Fig. 1: run 1, clock wires, drivers and flops
Bar = 20 microns.
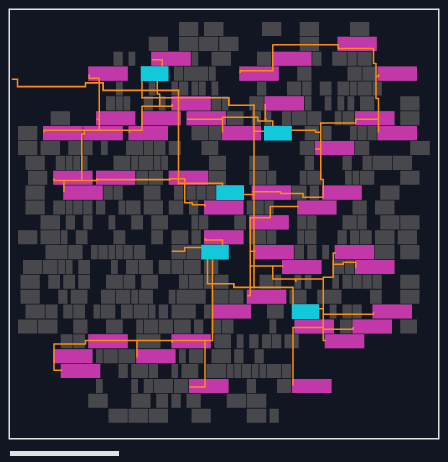
Fig. 2: run 1, cell classes on the final placement
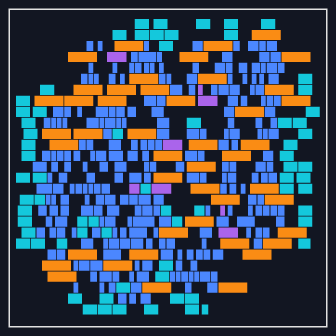
Fig. 3: run 1, register map, names as in the netlist
Other sequential cells in the stronger gray, the rest of the logic in the fainter gray.
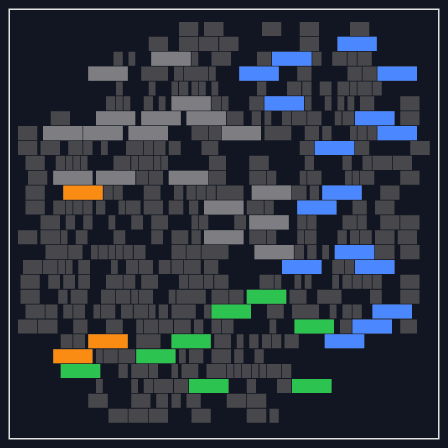
Design io_response_encoder, sky130hd; sources not shown.
==> flow_summary.ini, run 1 <==
; synthesis and place-and-route metrics
[status]
status = complete, no violations

[cts]
cts_tree = yes
cts_buffers = 5
clkSlewWorstSetupHoldPaths_ns = 0.08
clockBufferDepth = 2
cts_sinks = 45

[layout]
final_cell_area_sq_um = 3170
largest_reg_flops = 16
num-nets-final = 398
area_growth_pct = 29.7

[synth]
edf_count = 0
top_area_cell = dfxtp_1
adder_share_pct = 1.54
synthTopLogicFamily = AND-OR/OR-AND gates
netlist.area_leader.share_pct = 36.9
mux_area_share_pct = 0.870
synth.cellmix.compoundShare_pct = 28.6
common_cells = dfxtp_1 (45), a21oi_1 (43), nand2_1 (35), nor2_1 (23), clkbuf_1 (18)
ys_async_sr_fraction_pct = 0
ys_sh_xor_pct = 0.717

[worst_setup_path]
ff2ff_path_depth = 8
arrival_ns = 2.01
end_kind = primary output

[detailed_routing]
ant_nets = 0
first_pass_iters = 4
routedWlPerCell_microns = 15.1
drt_drc_violations_left = 0
vias = 2601

[floorplanning]
die_y_microns = 78.3
die_w_microns = 78.3
core_util_floorplan_pct = 44.1

[job]
log.warning_count = 27

[sta]
finalSetupViolCount = 0
worstMarginPinSlew_ns = 0.491
hold_ws_ns = 0.458
rsz0062_at_grt = no
setup_tns_ns = 0
period_used_pct = 90.5

[pwr]
power_density_nw_per_um2 = 386

[global_route]
overflow = 0
grt_pass1_wl_microns = 11300
antenna_found_initial = 0

[min_path]
whs_path_depth = 2

[placement]
port_buffers = 58
Notes on Fig. 1 above:
[magenta] flip-flops | count: 45
[orange] clock wires | length: 557 microns
[cyan] clock drivers | count: 5
routed clock nets	6
flops lie	spread over the die
Clk pwr share: 31.7%
Layout Skew: 0.00956 ns
P_clk: 0.387 mW
worst skew pair latency: 0.30 ns

Notes on Fig. 2 above:
color	class	cells	share of their area
blue	combinational and other logic	245	47%
cyan	other buffers and delay cells	69	21%
orange	flops	45	29%
purple	clock drivers and dummy loads	8	2.7%
Core ar.: 5540 sq um
site row count: 27

Notes on Fig. 3 above:
color	name in the netlist	sequential cells
orange	`state`	3
green	`remaining`	8
blue	`frame_cnt`	16
not colored	18
Reg area: 901 sq um
seq pwr: 0.669 mW

[run 1: area by class of cell]
| class | instances | area (sq um) |
|---|---|---|
| fillers | 523 | 2370 |
| clock inverters | 3 | 15.0 |
| multi-input cells | 239 | 1420 |
| well taps | 72 | 90.1 |
| clock buffers | 5 | 68.8 |
| repair buffers | 69 | 657 |
| flip-flops and latches | 45 | 901 |
| inverters | 6 | 22.5 |
[run 1: cell usage in the layout, fill, tap and decap left out, types with 6 or more instances in the layout]
cell | netlist | final
or4_1 | 12 | 12
a21oi_1 | 43 | 43
nor2_1 | 23 | 23
buf_4 | 1 | 11
inv_1 | 6 | 7
nand2_1 | 35 | 35
nand3_1 | 10 | 10
a221oi_1 | 7 | 7
a211oi_1 | 6 | 6
dfxtp_1 | 45 | 45
o21ai_0 | 17 | 17
clkdlybuf4s50_1 | 0 | 56
or3_1 | 6 | 6
o31ai_1 | 14 | 14
[run 1: worst max-delay path, stage by stage (launching register included)]
cell	delay (ns)
dfxtp_1	0.33
inv_1	0.14
ha_1	0.16
nor4b_2	0.18
a21oi_1	0.14
o31a_1	0.34
nor2_1	0.14
dlygate4sd2_1	0.29
[run 1: cells by family after synthesis]
family / count (synthesis)
compound gates: 110
xor+xnor: 2
fa+ha+maj: 3
buf+inv: 31
flops: 45
mux: 2
simple gates: 122
[run 1: layer usage]
metal  GRT usage [%]  share of wire, %  up-vias
li1                -                 -     1287
met3            3.72               4.8       10
met4            7.22               1.5        0
met2            38.1                48       78
met5               0                 0        -
met1            30.1                46     1226
[run 1: where the power goes]
| part | switching (mW) | total [mW] | internal [mW] |
|---|---|---|---|
| logic | 0.0821 | 0.167 | 0.0844 |
| clock network | 0.220 | 0.387 | 0.167 |
| registers | 0.0217 | 0.669 | 0.647 |
| total | 0.324 | 1.22 | 0.898 |
[run 1: what timing repair did]
action                     CTS  global route
setup endpoints to repair    1             0
resized                      2             0
hold buffers                 0             0
--- run 2 (diff from run 1) ---
CTS_CLUSTER_DIAMETER = 100   (was 60)
==> run 2 against run 1 <==
Net effect:
- maximum frequency unchanged
- largest cell class unchanged
- largest power group unchanged
- global-route usage unchanged
- clock power about the same
- sequential share of layout area unchanged
- power unchanged
- sequential cell count unchanged
==> flow_summary.ini, run 2 <==
; synthesis and place-and-route metrics
[status]
status = complete, no violations

[floorplanning]
rows = 27
die_y_microns = 78.3
die_w_microns = 78.3
core_util_floorplan_pct = 44.1
core_sq_um = 5540

[worst_setup_path]
arrival_ns = 2.01
ff2ff_path_depth = 8

[detailed_routing]
drt_drc_violations_left = 0
vias = 2601

[cts]
clockBufferDepth = 2

[synth]
netlist.area_leader.share_pct = 36.9
edf_count = 0

[min_path]
whs_path_depth = 2

[global_route]
antenna_found_initial = 0
overflow = 0

[layout]
final_common_cell = clkdlybuf4s50_1
fill_cells = 523

[sta]
worstMarginPinSlew_ns = 0.491

[placement]
port_buffers = 58

[pwr]
clkPwrFrac_pct = 31.7
==> run 2: repair_timing <==
item,in CTS,in global routing
resized,2,0
hold endpoints to repair,0,0
endpoints found under the setup margin,1,0
==> run 2: cell type report <==
cell class	count	area (sq um)	area share, %
Multi-Input combinational cell	239	1420	44.7
Sequential cell	45	901	28.4
Clock buffer	5	68.8	2.17
Timing Repair Buffer	69	657	20.7
Clock inverter	3	15.0	0.474
Tap cell	72	90.1	2.84
Inverter	6	22.5	0.711
==> run 2: through the flow <==
stage                     util, %  cells  hold slack [ns]  total power, mW  setup WS (ns)
after CTS                    57.2    439            0.460             1.22          0.267
after floorplan                 -    315            0.436            0.765          0.591
after global routing         57.2    439            0.491             1.27         0.0974
final                        57.2    439            0.458             1.22          0.270
after detailed placement     55.7    431            0.448            0.848          0.134
after global placement       55.7    431            0.443            0.845          0.192
==> run 2: cell families after synthesis <==
family,share of synthesized area (%)
fa+ha+maj,1.54
mux,0.870
compound gates,28.6
flops,36.9
simple gates,26.2
xor+xnor,0.717
buf+inv,5.22
==> run 2: critical path, stage by stage (launching register included) <==
cell	delay (ns)
dfxtp_1	0.33
inv_1	0.14
ha_1	0.16
nor4b_2	0.18
a21oi_1	0.14
o31a_1	0.34
nor2_1	0.14
dlygate4sd2_1	0.29
==> run 2: power by group through the flow <==
stage | clock [mW] | sequential (mW) | combinational (mW)
floorplan | 0 | 0.675 | 0.0897
global route | 0.416 | 0.672 | 0.183
detailed placement | 0 | 0.683 | 0.165
finish | 0.387 | 0.669 | 0.167
CTS | 0.391 | 0.669 | 0.166
global placement | 0 | 0.683 | 0.163
==> run 2: routing by layer <==
metal | routed length [microns] | track usage, % | share of wire [%]
met2 | 3160 | 38.1 | 48
met3 | 319 | 3.72 | 4.8
met5 | 0 | 0 | 0
met1 | 3030 | 30.1 | 46
met4 | 100 | 7.22 | 1.5
Fig. 4: run 2, register map, names as in the netlist
Other sequential cells in the stronger gray, the rest of the logic in the fainter gray.
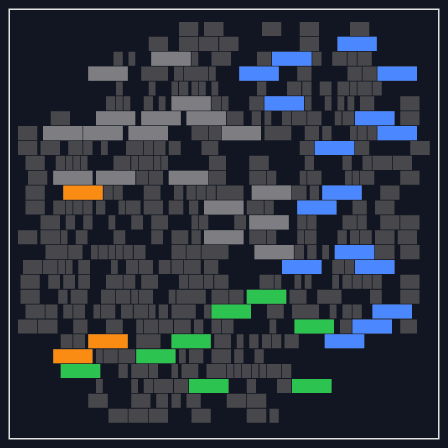
color	name in the netlist	sequential cells
orange	`state`	3
blue	`frame_cnt`	16
green	`remaining`	8
sequential share of cell area: 28.4%
fin util: 57.2%

Fig. 5: run 2, cell classes on the final placement
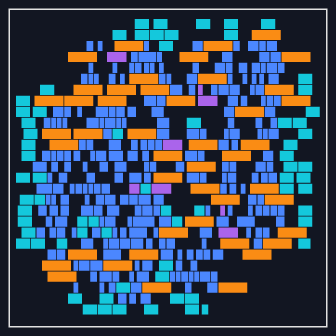
color	class	cells	share of their area
cyan	other buffers and delay cells	69	21%
blue	combinational and other logic	245	47%
purple	clock drivers and dummy loads	8	2.7%
orange	flops	45	29%
Design Area, Final: 3170 sq um

--- run 3 (diff from run 2) ---
PLACE_DENSITY = 0.79   (was 0.76)
clock period = 2.1 ns   (was 2.85 ns; I/O delays follow)
Fig. 6: run 3, the clock network
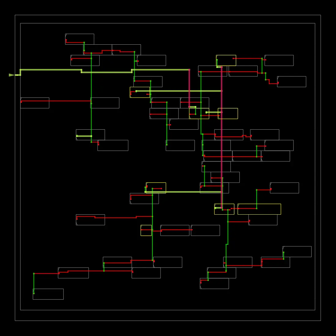
clock buffer count: 6
Flops: 45

Fig. 7: run 3, signal metal coverage by tile
16 x 16 tiles, from dark blue (low) to red (high), scaled to the fullest tile. Values are wire area over tile area, all layers added.
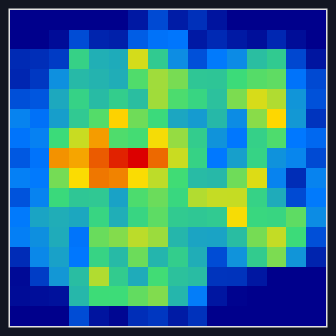
nearly empty tiles	13%
densest ninth of the die	center
tiles over half the peak	24%
fullest tile	0.64
mean over tiles	0.21
final wirelength: 8080 microns
drt wl/cell: 16.7 microns

==> run 3 against run 2 <==
Net effect:
- the flow now finishes with violations (negative setup slack)
- register-to-register slack got worse by 0.60 ns
- count of clock-buffer cells in the layout rose by 1
- highest routed layer unchanged
- sequential cell count did not move
- clock skew fell by 0.0011 ns
- hold slack improved by 0.0021 ns
- core utilization rose by 11 points
- worst setup slack got worse by 0.32 ns
- die area did not move
- final area rose by 19%
==> flow_summary.ini, run 3 <==
; synthesis and place-and-route metrics
[pwr]
power.share.sequential_pct = 47.1
switching_power_mw = 0.479
switching_share_pct = 25.1
power_density_nw_per_um2 = 508
p_int_mw = 1.43

[cts]
clockBufferDepth = 2
insertion_delay_ns = 0.30
clkSlewWorstSetupHoldPaths_ns = 0.09
cts_buffers = 5
cts_sinks = 45
cts_tree = yes

[detailed_routing]
drt_drc_violations_left = 0
first_pass_iters = 4
ant_nets = 0
vias = 2920

[sta]
setup_tns_ns = -0.0850
rsz0062_at_grt = yes
worst_slack_ns = -0.0508
hold_ws_ns = 0.460
skew_ns = 0.00844
worstMarginPinSlew_ns = 0.575
finalSetupViolCount = 3
period_used_pct = 102

[global_route]
grt_pass1_wl_microns = 12300
overflow = 0
antenna_found_initial = 0

[placement]
dp.cells = 467
port_buffers = 58

[layout]
largest_reg_flops = 16
mi_logic_area_sq_um = 1560
fill_cells = 465

[worst_setup_path]
arrival_ns = 2.32
end_kind = flip-flop
ff2ff_path_depth = 9

[synth]
mux_area_share_pct = 0.870
ys_async_sr_fraction_pct = 0
ys_sh_xor_pct = 0.717
synth.cellmix.compoundShare_pct = 28.6
synthSimpleGateAreaFrac_pct = 26.2
adder_share_pct = 1.54
synthTopLogicFamily = AND-OR/OR-AND gates
top_area_cell = dfxtp_1
edf_count = 0

[status]
status = complete, but fails checks
violations = negative setup slack

[job]
log.warning_count = 29

[floorplanning]
core_sq_um = 5540
core_util_floorplan_pct = 44.1
die_w_microns = 78.3

[min_path]
whs_path_depth = 2
[run 3: cell types whose count changed in the layout (fill, tap and decap cells not counted), sizes merged]
| cell | previous run | this run |
|---|---|---|
| buf | 12 | 56 |
| clkdlybuf4s50 | 56 | 51 |
| dlygate4sd2 | 1 | 4 |
| clkbuf | 5 | 7 |
| inv | 8 | 6 |
| bufbuf | 0 | 1 |
| bufinv | 0 | 1 |
| dlymetal6s2s | 0 | 1 |
[run 3: final cells by class]
type                       count  share of cell area, %
tap                           72                   2.40
clock buffer                   6                   2.20
multi-input combinational    239                   41.6
sequential                    45                   24.1
timing repair buffer         114                   28.1
inverter                       6                  0.599
clock inverter                 2                  0.999
[run 3: cell families (layout without fill, tap and decap cells)]
logic type | Yosys count | in the layout
xor+xnor | 2 | 2
mux | 2 | 2
fa+ha+maj | 3 | 3
simple gates | 122 | 122
flops | 45 | 45
compound gates | 110 | 110
buf+inv | 31 | 128
[run 3: critical path, stage by stage (launching register included)]
cell and delay (ns):
dfxtp_2 0.34, inv_2 0.07, ha_4 0.13, nor4b_4 0.20, a21oi_2 0.10, o31a_1 0.31
buf_6 0.15, bufbuf_16 0.28, o31ai_1 0.32, a21oi_1 0.12
[run 3: power groups by stage]
| stage | sequential (mW) | combinational (mW) | clock [mW] |
|---|---|---|---|
| after detailed placement | 0.914 | 0.286 | 0 |
| final | 0.899 | 0.308 | 0.700 |
| after global routing | 0.901 | 0.335 | 0.743 |
| after CTS | 0.897 | 0.298 | 0.700 |
| after floorplan | 0.916 | 0.122 | 0 |
| after global placement | 0.913 | 0.282 | 0 |
[run 3: stage by stage]
stage	cell area [sq um]	util, %	setup WS, ns	power (mW)
detailed placement	3360	60.6	-0.317	1.20
global route	3760	67.8	-0.112	1.98
global placement	3360	60.6	-0.264	1.20
finish	3760	67.8	-0.0508	1.91
CTS	3600	65.0	-0.00499	1.89
floorplan	2450	-	0.0321	1.04
[run 3: metal layers]
metal | vias up | share of wire (%) | wire length [microns] | GRT usage, %
li1 | 1385 | - | - | -
met1 | 1386 | 42 | 3410 | 33.1
met2 | 128 | 49 | 3970 | 42.4
met3 | 21 | 6.3 | 511 | 4.53
met4 | 0 | 2.3 | 189 | 10.0
met5 | - | 0 | 0 | 0
[run 3: repair_timing]
item	in CTS	in global routing
buffers inserted	4	3
gates resized	25	22
gates cloned	1	1
setup endpoints to repair	16	20
pin swaps	13	20
hold buffers	0	0
Power figures rest on the tool's default switching activity, not on a simulated workload.
